**config.mk**
```make
export PLATFORM = sky130hd
export DESIGN_NAME = risc16_mem_arbiter
export DESIGN_NICKNAME = d
export VERILOG_FILES = /design/src/rtl/risc16_pkg.sv /design/src/rtl/risc16_mem_arbiter_sat_counter.sv /design/src/rtl/risc16_mem_arbiter.sv
export SDC_FILE = /design/constraint.sdc
export NUM_CORES = 1
export LEC_CHECK = 0
export ABC_CLOCK_PERIOD_IN_PS = 2900
export CORE_ASPECT_RATIO = 1.2
export CORE_MARGIN = 4
export CORE_UTILIZATION = 37
export CTS_CLUSTER_DIAMETER = 150
export DETAILED_ROUTE_END_ITERATION = 8
export GPL_TIMING_DRIVEN = 0
export PLACE_DENSITY_LB_ADDON = 0.1
export SLEW_MARGIN = 15
export SYNTH_ARGS = -nofsm -noshare
export SYNTH_HDL_FRONTEND = slang
export SYNTH_SLANG_ARGS = --single-unit
```
**constraint.sdc**
```tcl
create_clock -name clk -period 2.9 [get_ports clk]
set_input_delay 0.435 -clock clk [delete_from_list [all_inputs] [get_ports clk]]
set_output_delay 0.435 -clock clk [all_outputs]
set_load 0.02 [all_outputs]
```
**src/rtl/risc16_pkg.sv**
```systemverilog
// Shared types and width constants for the risc16 memory arbiter slice.
//   arb_state_t : CPU run-control state (HALT holds the core in reset)
//   WORD_W      : memory data width
//   BE_W        : byte-enable width (one bit per byte of a word)
package risc16_pkg;

  typedef enum logic {ST_HALT, ST_RUN} arb_state_t;

  localparam int unsigned WORD_W = 16;
  localparam int unsigned BE_W   = 2;

endpackage

```
**src/rtl/risc16_mem_arbiter_sat_counter.sv**
```systemverilog
// Saturating up-counter used for the run-cycle count and host wait count.
//   clk, rst : clock, synchronous active-high reset (count -> 0)
//   clr      : synchronous clear, higher priority than inc
//   inc      : increment by one; holds once count reaches SAT
//   count    : current count value
module sat_counter #(
  parameter int unsigned    W   = 8,
  parameter logic [W-1:0]   SAT = '1
) (
  input  logic         clk,
  input  logic         rst,
  input  logic         clr,
  input  logic         inc,
  output logic [W-1:0] count
);

  always_ff @(posedge clk) begin
    if (rst || clr) begin
      count <= '0;
    end else if (inc && (count != SAT)) begin
      count <= count + 1'b1;
    end
  end

endmodule

```
**src/rtl/risc16_mem_arbiter.sv**
```systemverilog
// Shares one single-port 16-bit RAM between the risc16b data bus and a
// host/loader port, and owns CPU run control (HALT keeps the core in reset).
// The CPU never stalls, so it always owns the port when it accesses memory;
// the host only gets CPU-idle cycles (every cycle while halted).
//   clk, rst            : clock, synchronous active-high reset
//   d_addr/d_oe/d_we/d_dout, d_din : CPU data bus (d_din = m_rdata)
//   h_req/h_we/h_addr/h_wdata      : host request, held until h_gnt
//   h_gnt               : combinational grant, access happens this cycle
//   h_rvalid/h_rdata    : read data pulse the cycle after a read grant
//   h_starve            : sticky, host waited WAIT_MAX cycles; cleared on grant
//   run_req/halt_req    : run-control pulses (halt wins when both set)
//   cpu_rst, running    : core reset and RUN indication
//   run_cycles          : saturating cycles-in-RUN since last HALT->RUN
//   m_addr/m_oe/m_we/m_wdata/m_rdata : memory port, combinational read
module risc16_mem_arbiter
  import risc16_pkg::*;
#(
  parameter int unsigned AW       = 16,
  parameter int unsigned WAIT_MAX = 64,
  parameter bit          BOOT_RUN = 1'b0
) (
  input  logic              clk,
  input  logic              rst,
  input  logic [AW-1:0]     d_addr,
  input  logic              d_oe,
  input  logic [BE_W-1:0]   d_we,
  input  logic [WORD_W-1:0] d_dout,
  output logic [WORD_W-1:0] d_din,
  input  logic              h_req,
  input  logic [BE_W-1:0]   h_we,
  input  logic [AW-1:0]     h_addr,
  input  logic [WORD_W-1:0] h_wdata,
  output logic              h_gnt,
  output logic              h_rvalid,
  output logic [WORD_W-1:0] h_rdata,
  output logic              h_starve,
  input  logic              run_req,
  input  logic              halt_req,
  output logic              cpu_rst,
  output logic              running,
  output logic [31:0]       run_cycles,
  output logic [AW-1:0]     m_addr,
  output logic              m_oe,
  output logic [BE_W-1:0]   m_we,
  output logic [WORD_W-1:0] m_wdata,
  input  logic [WORD_W-1:0] m_rdata
);

  localparam arb_state_t  RST_STATE = BOOT_RUN ? ST_RUN : ST_HALT;
  localparam int unsigned WW        = (WAIT_MAX > 1) ? $clog2(WAIT_MAX) : 1;

  arb_state_t    state;
  logic          run_go;
  logic          cpu_busy;
  logic          host_sel;
  logic          rvalid_q;
  logic [WW-1:0] wait_cnt;
  logic          wait_sat;

  // Run-control FSM; halt_req has priority over run_req in both states.
  always_ff @(posedge clk) begin
    if (rst) begin
      state <= RST_STATE;
    end else begin
      case (state)
        ST_HALT: if (run_req && !halt_req) state <= ST_RUN;
        ST_RUN:  if (halt_req)             state <= ST_HALT;
        default:                           state <= ST_HALT;
      endcase
    end
  end

  assign running = (state == ST_RUN);
  assign cpu_rst = rst | (state == ST_HALT);
  assign run_go  = (state == ST_HALT) && run_req && !halt_req;

  // Both sides are blocked during rst so nothing reaches memory while
  // a transaction is being abandoned.
  assign cpu_busy = running && !rst && (d_oe || (d_we != '0));
  assign host_sel = !rst && !cpu_busy && h_req;
  assign h_gnt    = host_sel;
  assign d_din    = m_rdata;

  always_comb begin
    m_addr  = d_addr;
    m_oe    = 1'b0;
    m_we    = '0;
    m_wdata = d_dout;
    if (cpu_busy) begin
      m_oe = d_oe;
      m_we = d_we;
    end else if (host_sel) begin
      m_addr  = h_addr;
      m_oe    = (h_we == '0);
      m_we    = h_we;
      m_wdata = h_wdata;
    end
  end

  // Read data captured at the edge ending the grant; h_rdata holds
  // until the next host read.
  always_ff @(posedge clk) begin
    if (rst) begin
      rvalid_q <= 1'b0;
      h_rdata  <= '0;
    end else begin
      rvalid_q <= host_sel && (h_we == '0);
      if (host_sel && (h_we == '0)) h_rdata <= m_rdata;
    end
  end

  // Gated so a read grant followed immediately by rst never reports data.
  assign h_rvalid = rvalid_q && !rst;

  sat_counter #(
    .W   (WW),
    .SAT (WW'(WAIT_MAX - 1))
  ) u_wait_cnt (
    .clk   (clk),
    .rst   (rst),
    .clr   (h_gnt || !h_req),
    .inc   (h_req && !h_gnt),
    .count (wait_cnt)
  );

  assign wait_sat = (wait_cnt == WW'(WAIT_MAX - 1));

  always_ff @(posedge clk) begin
    if (rst) begin
      h_starve <= 1'b0;
    end else if (h_gnt) begin
      h_starve <= 1'b0;
    end else if (h_req && wait_sat) begin
      h_starve <= 1'b1;
    end
  end

  sat_counter #(
    .W   (32),
    .SAT (32'hFFFF_FFFF)
  ) u_run_cycles (
    .clk   (clk),
    .rst   (rst),
    .clr   (run_go),
    .inc   (running),
    .count (run_cycles)
  );

endmodule
```
==> flow_metrics.tcl <==
# implementation run metrics
set metrics [dict create \
    setup_ws_ps 76.3 \
    ys_area_um2 3100 \
    fillers 713 \
    totalWireLength_mm 11.1 \
    seq_share 0.209 \
    crit_cells 8 \
    grt_usage 0.212 \
    ys_sh_aoi 0.128 \
    met2_length_mm 5.71 \
    synthesis.nets 514 \
    cp_common_cell "nand2_1" \
    largest_cell_class "non-clock buffers" \
    maxSlewHeadroom 0.238 \
    regArea_um2 1140 \
    postLayoutCoreUtil 0.670 \
    nNonClkBuffers 230 \
    finalNonFillerCells 746 \
    place_area_um2 5170 \
    top_usage_layer "met2" \
    clkCellAreaFrac 0.0403 \
    dp_cells 729 \
    wl_met3_um 917 \
    synthTopLogicFamily "simple AND/OR/NAND/NOR gates" \
    nonClkBufAreaFrac 0.405 \
    synth.cellmix.simpleShare 0.344 \
    hp-class "flop to flop" \
    fp.dieH_um 108 \
    cts_tree "built" \
    fp.dieW_um 91.5 \
    top_area_frac 0.368 \
    clk_pin_slew_ps 60 \
    stdcell_area_um2 5460 \
    synth-main-ff-cell "dfxtp_1" \
    drc 0 \
    ys_top_cells_by_area "dfxtp_1, nand2_1, mux2i_1, or3_1, a21oi_1" \
    syn_area_um2 3100 \
    flop-count 57 \
    cp_slowest_cell "clkdlybuf4s50_1" \
    ys_seq_share 0.368 \
    ys_sh_mux 0.0549 \
    final_max_slew_viol_count 0 \
    gp_congestion 0.815 \
    grt_max_degree 11 \
    power.density_nw_per_um2 376 \
    antenna_found_initial 0 \
    required_ps 2470 \
    chipArea_um2 9910 \
    endpoint "m_wdata[15]" \
    crit_family "buffers and inverters" \
    top_area_cell "dfxtp_1" \
    clock-sinks 57 \
    syn_area_per_cell_um2 7.34 \
    hold_viol_final 0 \
    cp-start-kind "input port" \
    drtPass1Iterations 4 \
    critPathCaptureType "primary output" \
    critPathMaxStageDelay_ps 610 \
    root_buffer "clkbuf_8" \
    postRouteAntennaNets 0 \
    holdWs_ps 501 \
    diodes 0 \
    synthTopCellsByCount "nand2_1, dfxtp_1, nor2_1" \
    h-tree-depth 3 \
    yosysWarningCount 0 \
    highest_layer "met4" \
    core_um2 8150 \
    n_tap_cell 114 \
    reg2reg_from "u_run_cycles.count[3]" \
    non_clock_inverter_count 7 \
    first_global_vias 3542 \
    ys_ff 57 \
    vias_per_cell 4.95 \
    finalPower_uw 2050 \
    xor_area_frac 0.0198 \
    vias 3689 \
    ys_types 40 \
    fp_util 0.380 \
    grt_pass1_wl_mm 17.1 \
    timing.rr.end "u_run_cycles.count[16]" \
    finalCritPeriodShare 0.974 \
    finalCriticalPeriod_ps 2820 \
    boundaryPins 194 \
    combGateArea_um2 1720 \
    path_buffers 4 \
    use_met3 0.0675 \
    synthCells 422 \
    finalSetupTns_ps 0 \
    logic_gates 322 \
    edf_count 0 \
    drive_gt1_frac 0.123 \
    wire_per_inst_um 14.9 \
    critPathKind "input port to primary output" \
    postSynth.asyncResetShare 0 \
    fmax_ghz 0.354 \
    outcome "finished, final reports clean" \
    cp_cell_sequence "dlygate4sd2_1, o31a_1, or3b_1, buf_6, clkinv_2, nand2_1, nand2_1, clkdlybuf4s50_1" \
    yosysCellCount 422 \
    vdd_drop_max_mv 0.431 \
    cp.arrival_ps 2390 \
    use_met1 0.232 \
    area_delta_synth_final_pct 76.1 \
    warning_count 26 \
    comb_share 0.315 \
    cts_made_buffers 9 \
    pre_cts_ws_ps -722 \
    leakage_uw 0.00226 \
    clk-insertion-delay-late_ps 330 \
    row_count 36 \
    adder_share 0.00807 \
    worstMarginPinSlew_ps 1130 \
    clock_path_buffers 2 \
    drtIter0Drc 242 \
    grt_overflow 0 \
    port_buffers 193 \
    nNetsFinal 719 \
    reg2reg_slack_ps 590 \
    final-setup-viol-count 0 \
    grtUsageMet2 0.383 \
    startpoint "d_oe" \
    drv_cap 0 \
    wl_met1_mm 4.28 \
    top_cell "nand2_1" \
    r2r_cells 6 \
    cp_max_fo 9 \
    skew_ps 11.7 \
    rsz0062_at_grt "false" \
    hpwl_mm 8.56 \
]
what timing repair did:
action | in CTS | in global routing
setup endpoints to repair | 36 | 4
resized | 105 | 4
setup buffers | 2 | 0
pin swaps | 1 | 0
hold buffers | 0 | 0
placed cells by master, fill, tap and decap left out, types with 3 or more instances in the layout:
| master | instances |
|---|---|
| nand4_1 | 7 |
| inv_1 | 6 |
| and3_1 | 3 |
| nand3_1 | 13 |
| or4_1 | 6 |
| buf_6 | 3 |
| xor2_1 | 3 |
| nand2_1 | 119 |
| and2_1 | 4 |
| a21oi_1 | 29 |
| clkinv_2 | 3 |
| nor3_1 | 5 |
| clkbuf_8 | 10 |
| buf_4 | 19 |
| o21ai_0 | 25 |
| clkdlybuf4s50_1 | 155 |
| xnor2_1 | 4 |
| dlymetal6s2s_1 | 3 |
| mux2i_1 | 17 |
| clkbuf_4 | 3 |
| dfxtp_1 | 57 |
| clkdlybuf4s15_2 | 28 |
| clkbuf_1 | 11 |
| or3_1 | 27 |
| o211ai_1 | 3 |
| dlygate4sd2_1 | 5 |
| nor2_1 | 31 |
| and4_1 | 5 |
worst min path at each step:
stage	start	end	slack [ps]	cells past startpoint
floorplan	u_wait_cnt.count[4]	u_wait_cnt.count[4]	470	2
global route	h_rdata[5]	h_rdata[5]	530	2
global placement	h_rdata[13]	h_rdata[13]	470	2
detailed placement	h_rdata[3]	h_rdata[3]	490	2
finish	h_rdata[5]	h_rdata[5]	500	2
CTS	h_rdata[5]	h_rdata[5]	500	2
state kept, by name (all words and copies together) (netlist names):
signal	flops
h_rdata	16
h_starve	1
rvalid_q	1
u_wait_cnt.count	6
running	1
u_run_cycles.count	32
power breakdown:
group | total [uW] | switching [uW] | internal, uW
logic | 433 | 194 | 239
clock network | 825 | 319 | 506
registers | 795 | 5.85 | 789
==> images/layer_met1.png <==
Supply wires on this layer in grey.
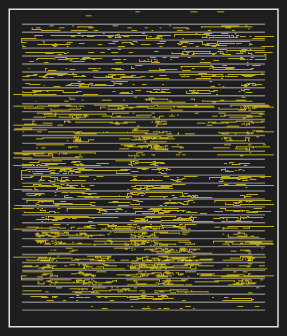
share of all routed wire: 38%
wire length on this layer: 4280 um
nets with wire on the layer: 642
longest straight run: 23.0 um

==> images/detail.png <==
Scale bar: 10 um. Window x 31 to 61, y 39 to 69 um. Cells in grey, sequential cells in the stronger grey; small squares are vias.
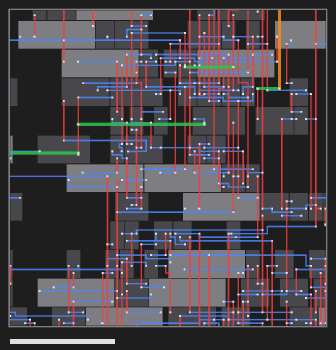
| layer | colour |
|---|---|
| metal 3 | green |
| metal 2 | red |
| metal 1 | blue |
| metal 4 | orange |
most frequent: dfxtp_1 (11), nor2_1 (9), nand2_1 (5)
cells with their middle in the window: 64
netlist names of flops here include: u_wait_cnt.count (5), u_run_cycles.count (4)
sequential cells in the window: 11

==> images/clocks.png <==
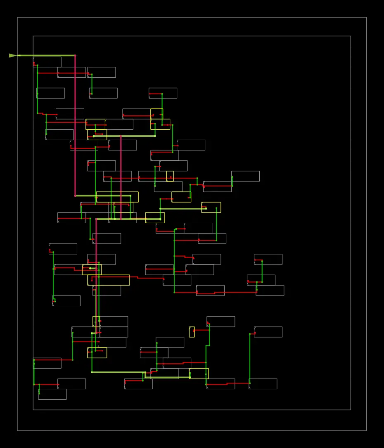
# clk buffers: 11
clk pwr: 825 uW

Power figures rest on the tool's default switching activity, not on a simulated workload.
